<file path="src/rtl/victim_evict_unit.sv">
// Victim-cache fill sender: writes each evicted L1 line into the victim cache,
// drains dirty lines to memory as a beat burst, and exposes the held line to lookups.
module victim_evict_unit #(
  parameter int TAG_WIDTH  = 26,
  parameter int LINE_WIDTH = 512,
  parameter int BEAT_WIDTH = 32
) (
  input  logic                  clk,
  input  logic                  rstn,
  input  logic                  evict_valid,
  output logic                  evict_ready,
  input  logic [TAG_WIDTH-1:0]  evict_tag,
  input  logic [LINE_WIDTH-1:0] evict_data,
  input  logic                  evict_dirty,
  output logic                  vc_we,
  output logic [TAG_WIDTH-1:0]  vc_w_tag,
  output logic [LINE_WIDTH-1:0] vc_data,
  input  logic [TAG_WIDTH-1:0]  lookup_tag,
  output logic                  buf_hit,
  output logic [LINE_WIDTH-1:0] buf_data,
  output logic                  wr_req,
  output logic [31:0]           wr_addr,
  input  logic                  wr_rdy,
  output logic [BEAT_WIDTH-1:0] wr_data,
  output logic                  wr_data_valid,
  input  logic                  wr_data_ready,
  output logic                  wr_last,
  input  logic                  wr_done,
  output logic                  busy
);

  localparam int BEATS = LINE_WIDTH / BEAT_WIDTH;
  localparam int CNT_W = $clog2(BEATS);
  localparam int OFF_W = $clog2(LINE_WIDTH / 8);
  localparam logic [CNT_W-1:0] LAST_BEAT    = CNT_W'(BEATS - 1);
  localparam logic [CNT_W-1:0] PENULT_BEAT  = CNT_W'(BEATS - 2);

  typedef enum logic [2:0] {IDLE, VC_WR, MEM_AW, MEM_W, MEM_B} state_t;

  state_t                               state;
  logic [CNT_W-1:0]                     cnt;
  logic [TAG_WIDTH-1:0]                 held_tag;
  logic [BEATS-1:0][BEAT_WIDTH-1:0]     held_data;
  logic                                 held_dirty;

  // The held line is the only copy while in flight, so it is visible in every busy state.
  assign evict_ready = (state == IDLE) && rstn;
  assign busy        = (state != IDLE);
  assign buf_hit     = (state != IDLE) && (lookup_tag == held_tag);
  assign buf_data    = held_data;
  assign vc_w_tag    = held_tag;
  assign vc_data     = held_data;
  assign wr_addr     = 32'({held_tag, {OFF_W{1'b0}}});
  assign wr_data     = held_data[cnt];

  always_ff @(posedge clk or negedge rstn) begin
    if (!rstn) begin
      state         <= IDLE;
      cnt           <= '0;
      held_tag      <= '0;
      held_data     <= '0;
      held_dirty    <= 1'b0;
      vc_we         <= 1'b0;
      wr_req        <= 1'b0;
      wr_data_valid <= 1'b0;
      wr_last       <= 1'b0;
    end else begin
      case (state)
        IDLE: begin
          if (evict_valid) begin
            held_tag   <= evict_tag;
            held_data  <= evict_data;
            held_dirty <= evict_dirty;
            vc_we      <= 1'b1;
            state      <= VC_WR;
          end
        end
        VC_WR: begin
          vc_we <= 1'b0;
          if (held_dirty) begin
            wr_req <= 1'b1;
            state  <= MEM_AW;
          end else begin
            state  <= IDLE;
          end
        end
        MEM_AW: begin
          if (wr_rdy) begin
            wr_req        <= 1'b0;
            cnt           <= '0;
            wr_data_valid <= 1'b1;
            wr_last       <= (BEATS == 1);
            state         <= MEM_W;
          end
        end
        MEM_W: begin
          // wr_last is registered one handshake ahead so it rises with the final beat.
          if (wr_data_ready) begin
            if (cnt == LAST_BEAT) begin
              wr_data_valid <= 1'b0;
              wr_last       <= 1'b0;
              state         <= MEM_B;
            end else begin
              cnt     <= cnt + 1'b1;
              wr_last <= (cnt == PENULT_BEAT);
            end
          end
        end
        MEM_B: begin
          if (wr_done) state <= IDLE;
        end
        default: state <= IDLE;
      endcase
    end
  end

endmodule

</file>
<file path="config.mk">
export PLATFORM = sky130hd
export DESIGN_NAME = victim_evict_unit
export DESIGN_NICKNAME = d
export VERILOG_FILES = /design/src/rtl/victim_evict_unit.sv
export SDC_FILE = /design/constraint.sdc
export NUM_CORES = 1
export LEC_CHECK = 0
export CAP_MARGIN = 40
export CORE_AREA = 5 5 660 662
export DETAILED_ROUTE_END_ITERATION = 12
export DIE_AREA = 0 0 665 667
export GPL_ROUTABILITY_DRIVEN = 0
export PLACE_DENSITY = 0.35
export SYNTH_ARGS = -nofsm -noshare
export SYNTH_HDL_FRONTEND = slang
export SYNTH_SLANG_ARGS = --single-unit
</file>
<file path="constraint.sdc">
create_clock -name clk -period 5.6 [get_ports clk]
set_input_delay 0.56 -clock clk [delete_from_list [all_inputs] [get_ports clk]]
set_output_delay 0.56 -clock clk [all_outputs]
set_load 0.1 [all_outputs]
</file>
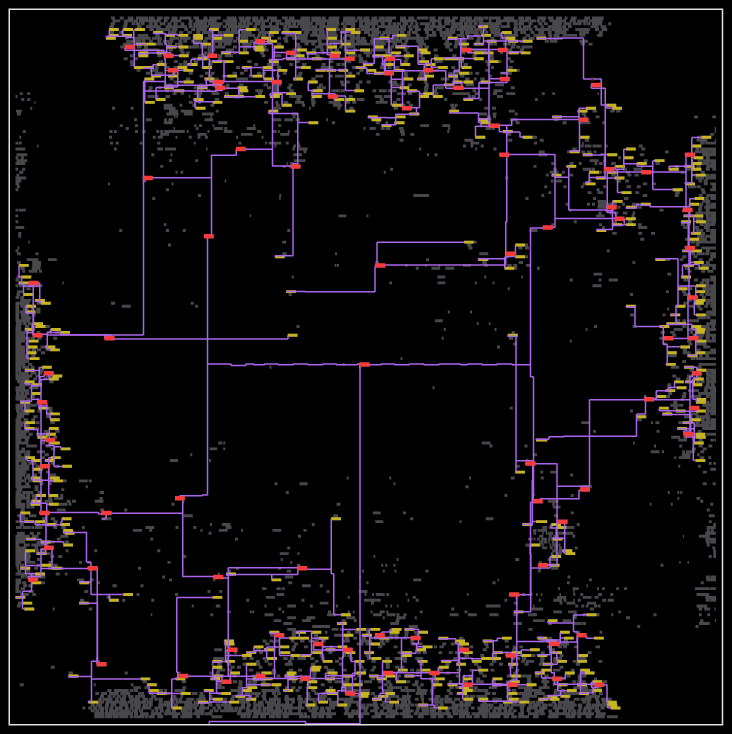
**Above:** run 1 (clock distribution).
[purple] clock wires | length: 14300 µm
[red] clock-net drivers | count: 89
[yellow] flip-flops | count: 550
routed clock nets: 90
flops lie: widely spread
Clock Latency Late Sink: 830 ps
Max Clock Skew: 45.33 ps

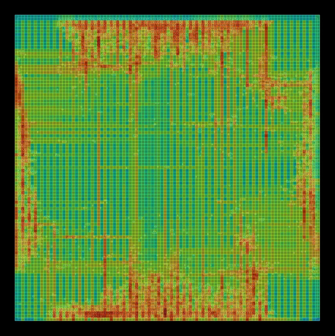
**Above:** run 1 (routing congestion).
detailed-route wire length per cell: 34.94 µm
GRT Overall Usage: 0.1478
Finished Core Util: 0.1488
grt met3 use: 0.07853
GRT Max-Usage Layer: met2

==> impl_metrics.json, run 1 <==
{
  "status": "completed",
  "dp.cells": 9578,
  "cts_inserted_buffers": 89,
  "yosys_area_um2": 28670,
  "rsz0062_at_grt": "no",
  "synthTopCellsByCount": "buf_4 (602), dfrtp_1 (550), mux2_2 (541)",
  "core.rowCount": 241,
  "io_pins": 1692,
  "layout_top_cell": "clkdlybuf4s50_1",
  "routed_wl_um": 341300,
  "slew_viol_final": 0,
  "ys_seq_share": 0.4801,
  "worstPathArrival_ps": 4310,
  "clockRootBuffer": "clkbuf_16",
  "avgSynthCellArea_um2": 13.96,
  "ys_cells": 2053,
  "via_per_inst": 2.708,
  "antenna_found_initial": 113,
  "relSlewSlack": 0.1723,
  "top_cell": "buf_4",
  "final_cells": 9769,
  "hold_viol_final": 0,
  "htreeDepth": 3,
  "area_growth_pct": 122.7,
  "grt_pass1_vias": 28403,
  "drc": 0,
  "clk_pin_slew_worst_paths_ps": 70,
  "max_freq_ghz": 0.2055,
  "cts.sinks": 550,
  "cp.required_ps": 5040,
  "fin_crit_sh": 0.8689,
  "lay_top_cells": "clkdlybuf4s50_1 (1239), dfrtp_1 (548), mux2_2 (541)",
  "die_h_um": 667
}
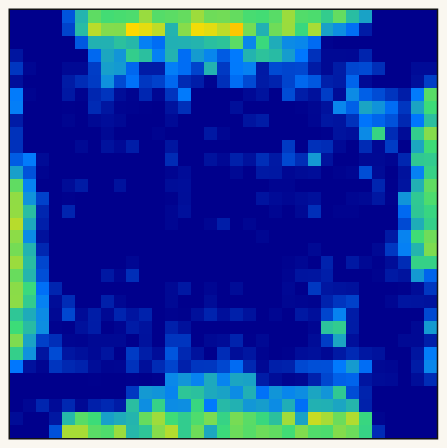
**Above:** run 1 (cell area per tile).
33 x 33 tiles, from dark blue (low) to red (high), 0 to 100% covered.
mean over tiles: 13%
tiles over 75% full: 0.20%
nearly empty tiles: 50%
fullest tile: 77%
emptiest ninth of the die: centre
Core ar.: 429100 µm²
FP Util: 0.06681

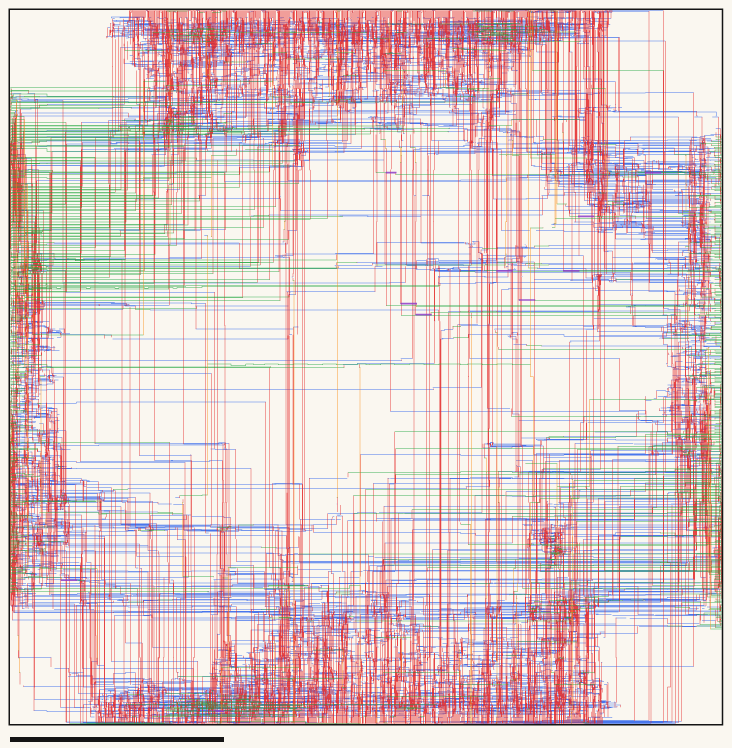
**Above:** run 1 (routed metal, one colour a layer).
Bar = 200 µm.
| colour | layer | wire length |
|---|---|---|
| orange | M4 | 7640 µm |
| blue | M1 | 127 mm |
| red | M2 | 165 mm |
| purple | M5 | 125 µm |
| green | M3 | 42.1 mm |

==> run 1: worst paths after layout <==
check                           startpoint            end  slack, ps  cells past startpoint
max reg2reg                         cnt[1]         cnt[1]       2830                      6
min reg2reg                        wr_last        wr_last        510                      2
max in group asynchronous             rstn  buf_data[334]       2770                      4
max                                 cnt[1]     wr_data[0]        730                      5
min                        evict_data[203]  buf_data[203]        340                      2
min in group asynchronous             rstn    vc_w_tag[1]        390                      2
==> run 1: logic make-up (layout without fill, tap and decap cells) <==
group,Yosys count,count (layout),share of synthesized area
other cells,1,38,0.0001308
compound gates,79,79,0.01999
xor+xnor,26,26,0.007943
buf+inv,654,2623,0.1655
simple gates,69,69,0.01139
fa+ha+maj,2,2,0.0008728
flops,550,550,0.4801
mux,672,672,0.3141
==> run 1: metal layers <==
layer / track usage / up-vias / wire length [µm]
met1: 0.1636 / 14063 / 126600
li1: - / 10692 / -
met4: 0.03019 / 20 / 7638
met2: 0.2507 / 1474 / 164800
met5: 0 / - / 125
met3: 0.07853 / 209 / 42150
==> run 1: area by class of cell <==
type / instances / area, µm² / share of cell area
flip-flops and latches: 550 / 13770 / 0.2157
inverters: 6 / 22.52 / 0.0003528
well taps: 5710 / 7144 / 0.1119
repair buffers: 2464 / 29750 / 0.4660
clock buffers: 118 / 2477 / 0.03881
diodes: 32 / 80.08 / 0.001254
clock inverters: 35 / 380.4 / 0.005958
multi-input cells: 854 / 10220 / 0.1600
==> run 1: sequential cells by signal (all words and copies together) (netlist names) <==
name	flops
buf_data	512
cnt	4
held_dirty	1
state	3
vc_w_tag	26
vc_we	1
wr_data_valid	1
wr_last	1
wr_req	1
==> run 2, diff against run 1 <==
--- a/config.mk
+++ b/config.mk
@@ -5,10 +5,11 @@
 export SDC_FILE = /design/constraint.sdc
 export NUM_CORES = 1
 export LEC_CHECK = 0
+export ABC_CLOCK_PERIOD_IN_PS = 4000
 export CAP_MARGIN = 40
-export CORE_AREA = 5 5 660 662
+export CORE_AREA = 5 5 661 663
 export DETAILED_ROUTE_END_ITERATION = 12
-export DIE_AREA = 0 0 665 667
+export DIE_AREA = 0 0 666 668
 export GPL_ROUTABILITY_DRIVEN = 0
 export PLACE_DENSITY = 0.35
 export SYNTH_ARGS = -nofsm -noshare
==> constraint.sdc (replaced) <==
create_clock -name clk -period 4 [get_ports clk]
set_input_delay 0.4 -clock clk [delete_from_list [all_inputs] [get_ports clk]]
set_output_delay 0.4 -clock clk [all_outputs]
set_load 0.1 [all_outputs]
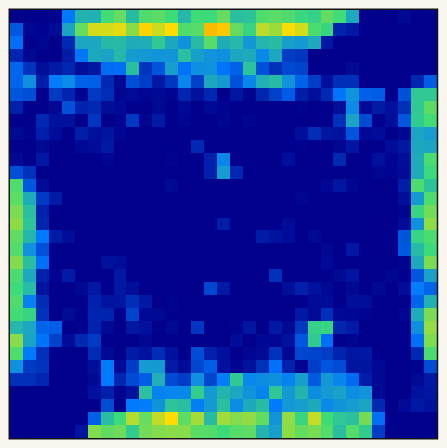
**Above:** run 2 (cell area per tile).
33 x 33 tiles, from dark blue (low) to red (high), 0 to 100% covered.
fullest tile: 79%
emptiest ninth of the die: centre
nearly empty tiles: 52%
Finished Core Util: 0.1509
FP Util: 0.06672
Core ar.: 429700 µm²

==> run 2 against run 1 <==
- non-clock buffer count up 55
- final area rose by 1.6%
- cell count is 0.75% higher
- die area increased by 0.30%
- worst setup slack got worse by 590 ps
- synthesized area did not move
==> impl_metrics.json, run 2 <==
{
  "status": "completed",
  "htreeDepth": 3,
  "layout.area.comb_um2": 10220,
  "synthTopCellsByCount": "buf_4 (602), dfrtp_1 (550), mux2_2 (541)",
  "relSlewSlack": 0.4147,
  "worstPathArrival_ps": 3460,
  "startpoint": "cnt[0]",
  "via_per_inst": 2.716,
  "antenna_found_initial": 114,
  "area_growth_pct": 126.2,
  "clk_pin_slew_worst_paths_ps": 80,
  "core.rowCount": 241,
  "max_freq_ghz": 0.2594,
  "fin_worst_skew_ps": 58.57,
  "cts_inserted_buffers": 87,
  "lay_top_cells": "clkdlybuf4s50_1 (1229), dfrtp_1 (548), mux2_2 (541)",
  "ys_seq_share": 0.4801,
  "cp.required_ps": 3600,
  "cts.sinks": 550,
  "grt_pass1_vias": 28746,
  "rsz0062_at_grt": "no",
  "yosys_area_um2": 28670,
  "reg2reg_from": "state[0]",
  "seq_area_um2": 13770,
  "clkLatencyLatePin_ps": 830,
  "rr_worst_depth": 4,
  "fin_crit_sh": 0.9639,
  "slew_viol_final": 0,
  "avgSynthCellArea_um2": 13.96,
  "io_pins": 1692,
  "min_from": "evict_data[342]",
  "die_h_um": 668,
  "largest_reg_flops": 512,
  "hold_viol_final": 0
}
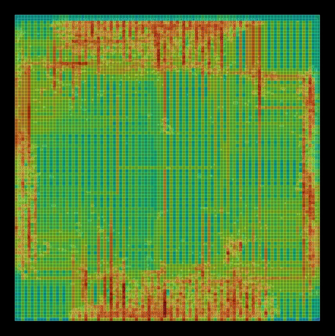
**Above:** run 2 (routing congestion).
grt met2 use: 0.2527
GR Layer Usage met1: 0.1692

[run 2: timing repair]
action	CTS	global route
resized	4	0
cloned	0	0
hold buffers	1	0
hold endpoints to repair	39	0
pin swaps	0	1
endpoints found under the setup margin	18	1
buffers inserted	13	0
[run 2: metal layers]
layer	up-vias	track usage	wire length (µm)
met4	10	0.02528	5488
met5	-	0	69
met3	211	0.07261	40860
met1	14172	0.1692	130500
met2	1499	0.2527	166700
li1	10836	-	-
[run 2: cell type report]
cell class                 count  area share
sequential                   550      0.2124
multi-input combinational    854      0.1577
tap                         5710      0.1102
clock buffer                 115     0.03771
timing repair buffer        2519      0.4727
clock inverter                37    0.007044
inverter                       6   0.0003474
antenna                       51    0.001968
[run 2: worst max-delay path: stages (launching register included)]
cell and delay (ps):
dfrtp_4 420, buf_4 140, buf_12 170, buf_12 190, mux4_2 520, a22oi_2 570, buf_4 280, nand2_1 130
buf_12 210
[run 2: worst min path at each step]
stage                          endpoint  slack [ps]  depth (start not counted)
after CTS                 buf_data[342]          30                          2
final                     buf_data[342]         180                          2
after global placement    buf_data[449]         470                          1
after floorplan             buf_data[0]         100                          0
after detailed placement  buf_data[449]         480                          1
after global routing      buf_data[342]         100                          2
[run 2: cell families (layout without fill, tap and decap cells)]
kind of cell / after synthesis / in the layout / synth area share
compound gates: 79 / 79 / 0.01999
xor+xnor: 26 / 26 / 0.007943
fa+ha+maj: 2 / 2 / 0.0008728
buf+inv: 654 / 2677 / 0.1655
flops: 550 / 550 / 0.4801
mux: 672 / 672 / 0.3141
other cells: 1 / 57 / 0.0001308
simple gates: 69 / 69 / 0.01139
